==> run_1/placed.png <==
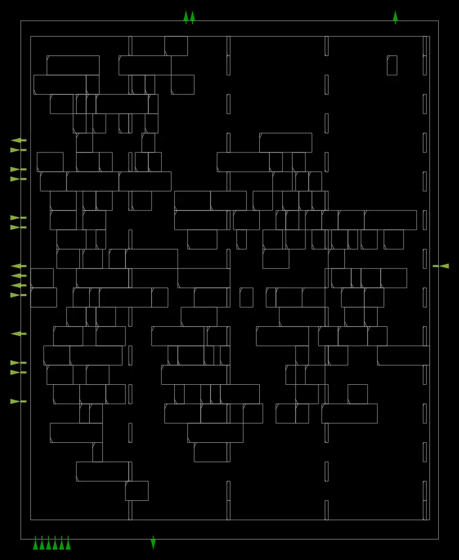
==> run_1/route_heat.png <==
The die is cut into 12 by 15 equal tiles; black is low, pale yellow is high, scaled to the fullest tile. Values are wire area over tile area, all layers added.
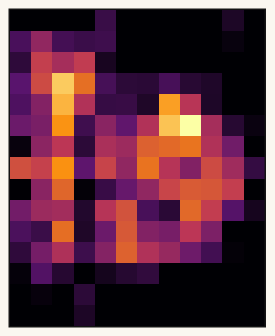
==> run_1/closeup.png <==
The bar under the picture is 10 um long. Region (17, 9) to (42, 34) um. Cells in grey, sequential cells in the stronger grey; small squares are vias.
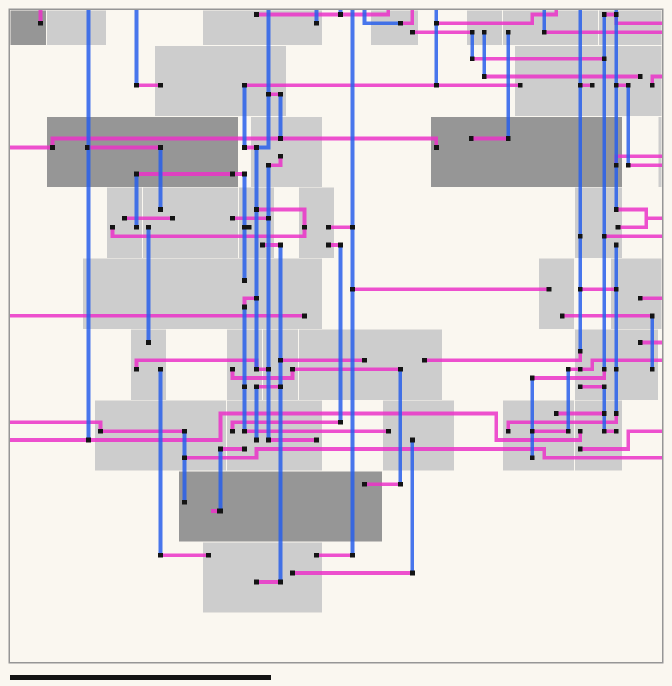
==> run_1/clock_wires.png <==
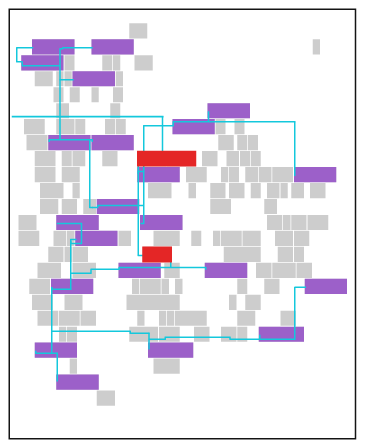
$ cat config.mk
export PLATFORM = sky130hd
export DESIGN_NAME = aibcr3_avmm_chan_flat
export DESIGN_NICKNAME = d
export VERILOG_FILES = /design/src/rtl/aibcr3_avmm_chan_if.sv /design/src/rtl/aibcr3_avmm_chan.sv /design/src/flat_wrapper.sv
export SDC_FILE = /design/constraint.sdc
export NUM_CORES = 1
export LEC_CHECK = 0
export CAP_MARGIN = 20
export CORE_ASPECT_RATIO = 1.25
export CORE_UTILIZATION = 25
export DETAILED_ROUTE_END_ITERATION = 10
export PLACE_DENSITY = 0.46
export SYNTH_ARGS = -nofsm -noshare
export SYNTH_HDL_FRONTEND = slang
export SYNTH_SLANG_ARGS = --single-unit
$ cat constraint.sdc
create_clock -name avmm_clk -period 1.5 [get_ports avmm_clk]
set_input_delay 0.3 -clock avmm_clk [delete_from_list [all_inputs] [get_ports avmm_clk]]
set_output_delay 0.3 -clock avmm_clk [all_outputs]
set_load 0.03 [all_outputs]
$ cat src/rtl/aibcr3_avmm_chan_if.sv
// AVMM sideband channel bus: adapter-side TX/RX words and pad-ring signals.
// master = adapter + pad ring; slave = aibcr3_avmm_chan.
interface aibcr3_avmm_chan_if #(
   parameter int NUM_RX = 2,
   parameter int NUM_TX = 1
) ();
   logic [NUM_TX-1:0] tx_idat0;
   logic [NUM_TX-1:0] tx_idat1;
   logic              tx_ivld;
   logic              tx_irdy;
   logic              tx_itxen;
   logic [NUM_TX-1:0] tx_pad_out;
   logic [NUM_TX-1:0] tx_pad_oe;
   logic [NUM_RX-1:0] rx_pad_in;
   logic [NUM_RX-1:0] rx_irxen;
   logic [NUM_RX-1:0] rx_odat0;
   logic [NUM_RX-1:0] rx_odat1;
   logic              rx_ovld;

   modport master (
      output tx_idat0, tx_idat1, tx_ivld, tx_itxen, rx_pad_in, rx_irxen,
      input  tx_irdy, tx_pad_out, tx_pad_oe, rx_odat0, rx_odat1, rx_ovld
   );

   modport slave (
      input  tx_idat0, tx_idat1, tx_ivld, tx_itxen, rx_pad_in, rx_irxen,
      output tx_irdy, tx_pad_out, tx_pad_oe, rx_odat0, rx_odat1, rx_ovld
   );
endinterface

$ cat src/rtl/aibcr3_avmm_chan.sv
// AVMM sideband channel: 2:1 TX serialiser, 1:2 RX deserialiser, reset sequencer; TX pad 1 cycle after accept, RX pair 1 cycle after 2nd sample, rx_ovld 1 later.
// tx_irdy low outside ACTIVE and during the second TX half; RX never stalls. Boundary scan built only with AIBCR3_AVMM_BSCAN_EN.
module aibcr3_avmm_chan #(
   parameter int NUM_RX = 2,
   parameter int NUM_TX = 1,
   parameter int RSTDLY = 8
) (
   input  logic              avmm_clk,
   input  logic              avmm_rstb,
   aibcr3_avmm_chan_if.slave ch,
   input  logic              jtag_clkdr,
   input  logic              jtag_tx_scanen_in,
   input  logic              jtag_update,
   input  logic              jtag_mode_in,
   input  logic              jtag_intest,
   input  logic              jtag_scan_in,
   output logic              jtag_scan_out
);
   typedef enum logic [1:0] {
      ST_RST    = 2'd0,
      ST_WAIT   = 2'd1,
      ST_ACTIVE = 2'd2
   } seq_state_t;

   seq_state_t state, state_nxt;
   logic [7:0] cnt, cnt_nxt;
   logic       active;

   always_ff @(posedge avmm_clk) begin
      if (!avmm_rstb) begin
         state <= ST_RST;
         cnt   <= '0;
      end else begin
         state <= state_nxt;
         cnt   <= cnt_nxt;
      end
   end

   always_comb begin
      state_nxt = state;
      cnt_nxt   = cnt;
      case (state)
         ST_RST: begin
            state_nxt = ST_WAIT;
            cnt_nxt   = '0;
         end
         ST_WAIT: begin
            if (cnt == 8'(RSTDLY - 1)) begin
               state_nxt = ST_ACTIVE;
               cnt_nxt   = '0;
            end else begin
               cnt_nxt = cnt + 8'd1;
            end
         end
         ST_ACTIVE: state_nxt = ST_ACTIVE;
         default:   state_nxt = ST_RST;
      endcase
   end

   assign active = (state == ST_ACTIVE);

   // TX: word lands as idat0 then idat1; half blocks a new accept in between
   logic [NUM_TX-1:0] pad_q, hold_q, pad_mux;
   logic              half_q, tx_rdy, tx_acc;

   assign tx_rdy = active & ~half_q;
   assign tx_acc = ch.tx_ivld & tx_rdy;

   always_ff @(posedge avmm_clk) begin
      if (!avmm_rstb) begin
         pad_q  <= '0;
         hold_q <= '0;
         half_q <= 1'b0;
      end else if (tx_acc) begin
         pad_q  <= ch.tx_idat0;
         hold_q <= ch.tx_idat1;
         half_q <= 1'b1;
      end else begin
         pad_q  <= half_q ? hold_q : '0;
         half_q <= 1'b0;
      end
   end

   assign ch.tx_irdy    = tx_rdy;
   assign ch.tx_pad_out = pad_mux;

   logic [NUM_RX-1:0] rx_src;

`ifdef AIBCR3_AVMM_BSCAN_EN
   localparam int L = NUM_RX + NUM_TX;
   logic [L-1:0] sreg, ureg;

   always_ff @(posedge avmm_clk) begin
      if (!avmm_rstb) begin
         sreg <= '0;
         ureg <= '0;
      end else begin
         if (jtag_update)
            ureg <= sreg;
         if (jtag_clkdr) begin
            if (jtag_tx_scanen_in)
               sreg <= {sreg[L-2:0], jtag_scan_in};
            else
               sreg <= {pad_mux, ch.rx_pad_in};
         end
      end
   end

   // mode mux stays combinational so the scan owner drives pads even in reset
   assign pad_mux       = jtag_mode_in ? ureg[L-1:NUM_RX] : pad_q;
   assign ch.tx_pad_oe  = jtag_mode_in ? {NUM_TX{1'b1}} : {NUM_TX{active & ch.tx_itxen}};
   assign rx_src        = jtag_intest ? ureg[NUM_RX-1:0] : ch.rx_pad_in;
   assign jtag_scan_out = sreg[L-1];
`else
   logic unused_jtag;
   assign unused_jtag   = ^{jtag_clkdr, jtag_tx_scanen_in, jtag_update,
                            jtag_mode_in, jtag_intest, jtag_scan_in};
   assign pad_mux       = pad_q;
   assign ch.tx_pad_oe  = {NUM_TX{active & ch.tx_itxen}};
   assign rx_src        = ch.rx_pad_in;
   assign jtag_scan_out = 1'b0;
`endif

   logic [NUM_RX-1:0] rx_smp, even_q, odat0_q, odat1_q;
   logic              phase_q, done_q, ovld_q;

   assign rx_smp = rx_src & ch.rx_irxen;

   always_ff @(posedge avmm_clk) begin
      if (!avmm_rstb) begin
         even_q  <= '0;
         odat0_q <= '0;
         odat1_q <= '0;
         phase_q <= 1'b0;
         done_q  <= 1'b0;
         ovld_q  <= 1'b0;
      end else begin
         phase_q <= active & ~phase_q;
         done_q  <= active & phase_q;
         ovld_q  <= done_q;
         if (active) begin
            if (!phase_q) begin
               even_q <= rx_smp;
            end else begin
               odat0_q <= even_q;
               odat1_q <= rx_smp;
            end
         end
      end
   end

   assign ch.rx_odat0 = odat0_q;
   assign ch.rx_odat1 = odat1_q;
   assign ch.rx_ovld  = ovld_q;
endmodule

$ cat src/flat_wrapper.sv
// flat-port wrapper written by rule: the top's interface ports become plain ports
module aibcr3_avmm_chan_flat 
#(
   parameter int NUM_RX = 2,
   parameter int NUM_TX = 1,
   parameter int RSTDLY = 8
)
  (avmm_clk, avmm_rstb, jtag_clkdr, jtag_tx_scanen_in, jtag_update, jtag_mode_in, jtag_intest, jtag_scan_in, jtag_scan_out, ch_tx_idat0, ch_tx_idat1, ch_tx_ivld, ch_tx_itxen, ch_rx_pad_in, ch_rx_irxen, ch_tx_irdy, ch_tx_pad_out, ch_tx_pad_oe, ch_rx_odat0, ch_rx_odat1, ch_rx_ovld);
  aibcr3_avmm_chan_if #(.NUM_RX(NUM_RX), .NUM_TX(NUM_TX)) ch_i ();
  input  logic avmm_clk;
  input  logic avmm_rstb;
  input  logic jtag_clkdr;
  input  logic jtag_tx_scanen_in;
  input  logic jtag_update;
  input  logic jtag_mode_in;
  input  logic jtag_intest;
  input  logic jtag_scan_in;
  output logic jtag_scan_out;
  input wire logic [$bits(ch_i.tx_idat0)-1:0] ch_tx_idat0;
  input wire logic [$bits(ch_i.tx_idat1)-1:0] ch_tx_idat1;
  input wire logic [$bits(ch_i.tx_ivld)-1:0] ch_tx_ivld;
  input wire logic [$bits(ch_i.tx_itxen)-1:0] ch_tx_itxen;
  input wire logic [$bits(ch_i.rx_pad_in)-1:0] ch_rx_pad_in;
  input wire logic [$bits(ch_i.rx_irxen)-1:0] ch_rx_irxen;
  output wire logic [$bits(ch_i.tx_irdy)-1:0] ch_tx_irdy;
  output wire logic [$bits(ch_i.tx_pad_out)-1:0] ch_tx_pad_out;
  output wire logic [$bits(ch_i.tx_pad_oe)-1:0] ch_tx_pad_oe;
  output wire logic [$bits(ch_i.rx_odat0)-1:0] ch_rx_odat0;
  output wire logic [$bits(ch_i.rx_odat1)-1:0] ch_rx_odat1;
  output wire logic [$bits(ch_i.rx_ovld)-1:0] ch_rx_ovld;
  assign ch_i.tx_idat0 = ch_tx_idat0;
  assign ch_i.tx_idat1 = ch_tx_idat1;
  assign ch_i.tx_ivld = ch_tx_ivld;
  assign ch_i.tx_itxen = ch_tx_itxen;
  assign ch_i.rx_pad_in = ch_rx_pad_in;
  assign ch_i.rx_irxen = ch_rx_irxen;
  assign ch_tx_irdy = ch_i.tx_irdy;
  assign ch_tx_pad_out = ch_i.tx_pad_out;
  assign ch_tx_pad_oe = ch_i.tx_pad_oe;
  assign ch_rx_odat0 = ch_i.rx_odat0;
  assign ch_rx_odat1 = ch_i.rx_odat1;
  assign ch_rx_ovld = ch_i.rx_ovld;
  aibcr3_avmm_chan #(.NUM_RX(NUM_RX), .NUM_TX(NUM_TX), .RSTDLY(RSTDLY)) u_core (.avmm_clk(avmm_clk), .avmm_rstb(avmm_rstb), .ch(ch_i), .jtag_clkdr(jtag_clkdr), .jtag_tx_scanen_in(jtag_tx_scanen_in), .jtag_update(jtag_update), .jtag_mode_in(jtag_mode_in), .jtag_intest(jtag_intest), .jtag_scan_in(jtag_scan_in), .jtag_scan_out(jtag_scan_out));
endmodule
==> results.txt, run 1 <==
Purpose: to document the outcome of synthesis and place and route.

Outcome
The run finished, with violations left. The final reports fail on negative setup slack.

Timing
Setup repair after global routing could not meet its margin everywhere. The number of pins with negative max-slew slack in the final report is 0. Post-route period utilization is reported as 1.07. The final timing report counts setup violations totalling 5. After layout, the minimum clock period comes to around 1.6 ns. In the final timing run, aggregate negative setup slack is -0.208 ns.

The post-layout worst setup margin is -0.102 ns. After layout, the setup clock skew is reported as between 0.004 and 0.005 ns. The worst hold-check slack is 0.451 ns.

Place
Once placement completed, the tool counted placed cells totaling ~190. Logged for this run, the post-placement worst setup slack is -0.0858 ns. The cell area after placement is between 0.001 and 0.0015 sq mm.

The placement summary gives the final routability congestion estimate as between 0.7 and 0.8.

Final layout
Excluding fillers, the count of instances in the completed layout stands at roughly 200. The layout report gives the register share of total cell area as 0.315. The final layout contains a sequential cell count of 22.

Multi-input combinational cells in the finished layout were counted as about 80. The plain and repair buffers instantiated in the layout total 32. The flip-flop count of the largest register after layout is 8. Of all the cell area in the finished design, the clock network holds 0.0392. The area of the multi-input gates is between 500 and 600 sq um. The register with the most flip-flops in the final layout is u_core.cnt. By area, multi-input combinational cells come first.

The data-path buffer share of cell area in the final layout is 0.198. Per the final layout report, the fraction of cells sized above drive strength 1 comes to 0.238. Per the layout report, the design carries 5 non-clock inverters. For this run, the script counts the antenna cells in the layout as 0. Counting the fill cells in the layout gives 414. After routing the design area is approximately 0.0014 sq mm. Of the total standard cell area in the layout, the multi-input combinational portion is 0.386. The area added between synthesis and finish is 39.7%.

The final core utilization is 0.368. After layout, the clock buffer instance count stands at 4. The register cell area after layout is 443 sq um. The final layout contains between 150 and 200 nets.

Setup path
The kind of start point of the critical path is a flip-flop. On the critical path, the stage with the largest delay is an instance of or4_4. The startpoint of the lowest-slack register-to-register path is u_core.cnt[5]. Grouping stages by cell kind, the critical path spends the most delay in AND-OR/OR-AND gates.

The logic depth of the worst register-to-register path is 3. The cell sequence reported for the critical path is or4_4 -> o31a_4 -> a221o_1. The report shows a maximum critical-path fanout of 5. The worst setup path is captured at a flip-flop. The largest stage delay on the critical path is about 0.53 ns. The type of the worst setup path is flip-flop to flip-flop. The worst register-to-register path ends at u_core.cnt[6]. The timing report gives the worst reg2reg path a setup slack of -0.10 ns. The data required time of the worst path is 1.65 ns.

Per the post-run analysis, buffers plus inverters along the critical path come to 0.

Detailed routing
Per the post-route antenna check, the number of violating nets is 0. Wire segments on met3 add up to approximately 66 um in the final route. The violation tally recorded at the end of detailed-routing iteration 0 is 35.

The via count of the routed design is 904. In the post-route report, total wirelength is listed as approximately 2200 um. After detailed routing, the average wire length per cell comes to 11.0 um.

After detailed routing, the met2 layer carries 1060 um of wire. The post-route met1 wirelength is between 1000 and 1500 um. For this run, the detailed router's first-pass iteration total came to 4.

The script parses the final routing iteration and logs DRC violations as 0. The number of vias per cell is around 4.6.

Yosys
The post-synthesis cell type with the largest combined area is dfxtp_1. Per the synth log, the flip-flop and latch total comes to 22. The mean cell area of the mapped netlist is between 8 and 9 sq um.

The netlist uses 37 different library cells. For this run, asynchronously set or reset flops after synthesis account for 0. The area fraction of the dominant cell type after synthesis is 0.438. The share of synthesized area spent on multiplexers is 0.0299. The area of the mapped netlist is slightly above 0.001 sq mm. By count the netlist is led by dfxtp_1 (22), nand2_1 (13), a21oi_1 (11).

The post-synthesis share of cell area spent on and-or and or-and gates is 0.172. The xor-xnor portion of the synthesized cell area is 0.00871. The number of cell instances after yosys synthesis is between 100 and 150.

The number of synthesized flops with an enable pin is 0. In the post-synthesis netlist, the biggest area contributors are dfxtp_1 (44%), a21oi_1 (5.5%), ha_1 (5.0%). dfxtp_1 is the most common cell in the netlist.

Of the combinational cells, the family taking the most area is simple AND/OR/NAND/NOR gates. The net count after synthesis is about 130. The prevailing post-synth register cell is dfxtp_1. Per Yosys stat, the portion of area used by sequential elements is 0.438. Per the synthesis report, the adder-cell share of the synthesized area is 0.0498.

The area fraction in and, or, nand and nor cells is 0.249. The chip area line of the yosys report is 0.00101 sq mm.

Floorplan
At the floorplan stage, the core utilization is reported as 0.264. The chip width is between 50 and 60 um. The well tap count is 54.

According to the floorplan report, the total die area is between 0.004 and 0.005 sq mm. The number of top-level pins is 25.

CTS
The number of sinks handled by clock tree synthesis is 22. Post-CTS repair ended up resizing 10 cells. The report puts the hold buffer count at CTS at 0. The count of H-tree levels built during CTS is 1. The total setup buffers inserted after CTS is 0. The deepest clock path buffer count is 2. The root buffer selected by CTS is clkbuf_8. For reference, the clock transition at the flip-flops on the worst setup and hold paths is around 0.080 ns. TritonCTS built the clock tree.

The number of buffers inserted during clock tree synthesis is 3. The clock insertion delay at the later pin of the skew report is around 0.26 ns.

Power
The proportion of total power due to net switching is 0.343. Power spread over the standard cell area amounts to between 1000 and 1500 mW/mm^2. The largest share of the power goes to combinational cells. The power in sequential cells is between 0.7 and 0.8 mW.

The fraction of power consumed by combinational cells is 0.397. The power report attributes to the clock group a share of 0.229. The sequential group share of total power is 0.374.

Hold path
The critical hold path startpoint is u_core.ch.rx_odat1[1]. The sink of the worst hold path is u_core.ch.rx_odat1[1]. The class of the worst hold path is flip-flop to flip-flop.

The number of cells on the worst hold path is listed as 2.

GRT
The global router's overall resource usage is 0.113. The largest net degree at the start of global routing is 14. The met1 layer usage reported by global route is 0.144. The global routing report lists met3 layer usage as 0.0230.

The most heavily used metal layer in global routing is met2. The number of antenna violations at the first check in global routing is 0. The total congestion overflow after global routing is 0. The first global-routing pass estimated between 3000 and 4000 um of wire. The number of global-route vias before repair is between 800 and 900.

Job
The number of warnings in the stage logs is 37. The tally of max-capacitance violations is 0.
Back to the opening pictures, placed.png:
cell row count: 25
Core Footprint: 0.00382 sq mm

Back to the opening pictures, route_heat.png:
emptiest ninth of the die: top right
mean over tiles: 0.078
fullest tile: 0.34

Back to the opening pictures, closeup.png:
legend:
  M1:
    colour: magenta
  M2:
    colour: blue
cells with their middle in the window: 25
sequential cells in the window: 3
netlist names of flops here include: u_core.state (2), u_core.cnt (1)
most frequent: nand2_1 (4), buf_4 (3)

Back to the opening pictures, clock_wires.png:
legend:
  clock wires:
    colour: cyan
    length: 311 um
  flip-flops:
    colour: purple
    count: 22
  clock-net drivers:
    colour: red
    count: 3
flops lie: spread over the die

[run 1: cell usage in the layout (no fill, tap or decap), types with 3 or more instances in the layout]
master	count
dfxtp_1	20
buf_4	15
nand2_1	13
a21oi_1	11
clkdlybuf4s50_1	9
nand3_1	7
dlygate4sd2_1	6
o21ai_0	4
nor2_1	4
clkbuf_8	4
inv_1	3
and2_1	3
nand4_1	3
nand4b_1	3
mux2i_1	3
[run 1: worst max path at each step]
stage | end | slack, ns | cells past startpoint
CTS | u_core.cnt[6] | -0.1 | 3
finish | u_core.cnt[6] | -0.10 | 3
detailed placement | u_core.cnt[7] | -0.09 | 4
global route | u_core.cnt[6] | -0.14 | 3
global placement | u_core.cnt[6] | -0.09 | 3
floorplan | u_core.cnt[6] | -0.09 | 3
==> run 2: changes to the inputs <==
Settings changed: ABC_AREA set to 1.
==> results.txt, run 2 <==
Purpose: to document the outcome of synthesis and place and route.

Yosys
The number of cell instances after yosys synthesis is 135 (+18%). The async set-or-reset flop fraction in the synthesized netlist came to 0 (unchanged). The xor-xnor portion of the synthesized cell area was 0.00887 (+0.000166). The portion of the post-synthesis area used by sequential elements is 0.446 (+0.00832). The area of the mapped netlist is 987 sq um (-1.9%).

For this run the top cell type by instance count after synthesis was nand2_1. The commonest cells after synthesis are nand2_1 (32), dfxtp_1 (22), nor2_1 (18). The total of flip-flops plus latches after synthesis was 22 (unchanged). The adder-cell area share of the yosys netlist came to 0.0507 (+0.000946). The area fraction of the dominant cell type after synthesis is 0.446 (+0.00832). The number of synthesized flops with an enable pin is 0 (unchanged). The post-synthesis share of cell area spent on and-or and or-and gates is 0.109 (-0.0626).

The chip area line of the yosys report came to 987 sq um (-1.9%). The net count after synthesis is 155 (+16%).

Detailed routing
The met2 wirelength from detailed routing was 966 um (-9.0%). The via count of the routed design is 864 (-4.4%). The violation tally from detailed-route iteration zero is 27 (-23%). The DRC violations left is 0 (unchanged).

The total iterations of the first detailed-routing run is 4 (unchanged). The number of vias per cell is 4.11 (-10%). The routed wire length is 1970 um (-9.3%). The number of nets with antenna violations after routing came to 0 (unchanged).

Setup path
The critical path is of the flip-flop to output pin type. The endpoint of the worst setup timing path is ch_tx_irdy. The worst setup path is captured at an output pin. The logic depth of the worst register-to-register path is 7 (+4). The kind of start point of the critical path is a flip-flop. The data required time of the worst path is 1.20 ns (-0.45 ns).

Place
The number of placed cells counting well taps is 206 (+7.9%). The final weighted congestion of routability-driven global placement was 0.787 (+8.9%). The worst setup slack after placement is 0.109 ns (+0.195 ns).

Power
The power in sequential cells was 0.713 mW (+1%). The power group with the largest share is sequential cells. The fraction of power consumed by combinational cells came to 0.303 (-0.094).

Floorplan
The chip width is 58.2 um (-0.90%). The cell row count came to 25 (unchanged). The number of top-level pins is 25 (unchanged).

GRT
The number of global-route vias before repair is 793 (-7.0%). The first-pass GRT wire length is 3340 um (-11%). The total congestion overflow after global routing is 0 (unchanged). The largest net degree at the start of global routing is 14 (unchanged). The global router's overall resource usage was 0.101 (-0.0111). The most heavily used metal layer in global routing is met2.

Timing
The setup TNS after final layout is 0 ns (+0.208 ns). The worst hold-check slack is 0.428 ns (-0.0225 ns). The final cycle utilization of the critical path is 0.939 (-0.129). Setup repair after global routing left no endpoint under its margin.

Final layout
The final instance area is 0.00131 sq mm (-6.6%). The area of the multi-input gates is 497 sq um (-8.5%). The data-path buffer share of cell area in the final layout is 0.134 (-0.0633).

The number of clock buffers in the layout was 3 (-1). The number of nets in the finished design is 177 (+7.9%). The fraction of area in clock buffers and inverters is 0.0543 (+0.0152). The ratio of cells with drive above 1 in the final layout is 0.122 (-0.116).

In the layout the commonest cells are nand2_1 (32), dfxtp_1 (22), nor2_1 (17). More flip-flops sit in one register than any other, and that register is u_core.cnt.

Hold path
The sink of the worst hold path is u_core.ch.rx_ovld. The class of the worst hold path is flip-flop to flip-flop.

Outcome
The run finished with clean final reports.

CTS
The root buffer selected by CTS is clkbuf_8. The clock insertion delay at the later pin of the skew report is 0.26 ns (about the same). The total of hold buffers inserted after clock tree synthesis is 0 (unchanged).

The number of sinks handled by clock tree synthesis is 22 (unchanged). The total setup buffers inserted after CTS is 0 (unchanged).
==> run 2: cell count changes after synthesis, sizes merged, moves of 3 or more <==
cell    previous run  this run
inv                5        16
mux2i              3         0
nand4b             3         0
o21ai              4         7
nand2             13        34
clkbuf             5         0
and2               3         0
nor2               5        22
==> run 2: logic make-up (layout without fill, tap and decap cells) <==
kind of cell | Yosys count | after routing
compound gates | 20 | 20
xor+xnor | 1 | 1
fa+ha+maj | 4 | 4
buf+inv | 18 | 39
flops | 22 | 22
other cells | 1 | 1
simple gates | 69 | 69
==> run 2: worst max-delay path: stages (launching register included) <==
cell and delay (ns):
dfxtp_1 0.36, inv_2 0.07, ha_4 0.16, inv_2 0.09, nor2_4 0.05, buf_6 0.13
==> run_2/gates.png <==
The bar under the picture is 20 um long.
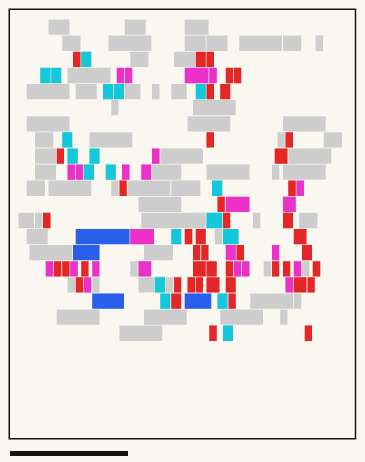
legend:
  nor cells:
    colour: magenta
    cells: 24
    most_used: nor2_1
  aoi and oai cells:
    colour: cyan
    cells: 19
    most_used: a21oi_1
  fa/ha/maj cells:
    colour: blue
    cells: 4
    most_used: ha_1
  nand cells:
    colour: red
    cells: 45
    most_used: nand2_1

==> run_2/closeup.png <==
The bar under the picture is 10 um long. Region (17, 9) to (42, 34) um. Cells in grey, sequential cells in the stronger grey; small squares are vias.
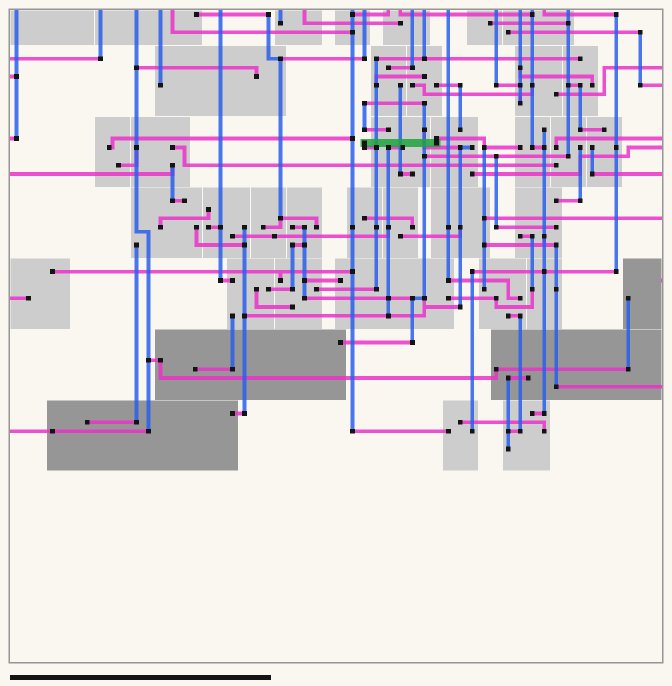
legend:
  M1:
    colour: magenta
  M3:
    colour: green
  M2:
    colour: blue
most frequent: nand2_1 (9)
sequential cells in the window: 3
cells with their middle in the window: 30
netlist names of flops here include: u_core.cnt (3)

==> run_2/placed.png <==
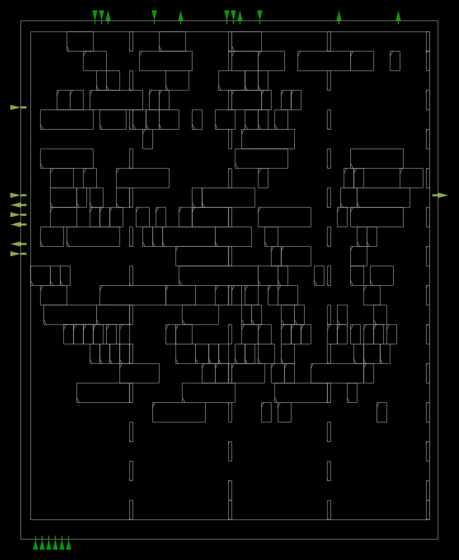
Core Footprint: 0.00378 sq mm
flip-flops: 22
sequential fraction of total cell area: 0.336
post-route non-filler standard cell count: 210

Power is estimated from default activity; no workload was simulated.
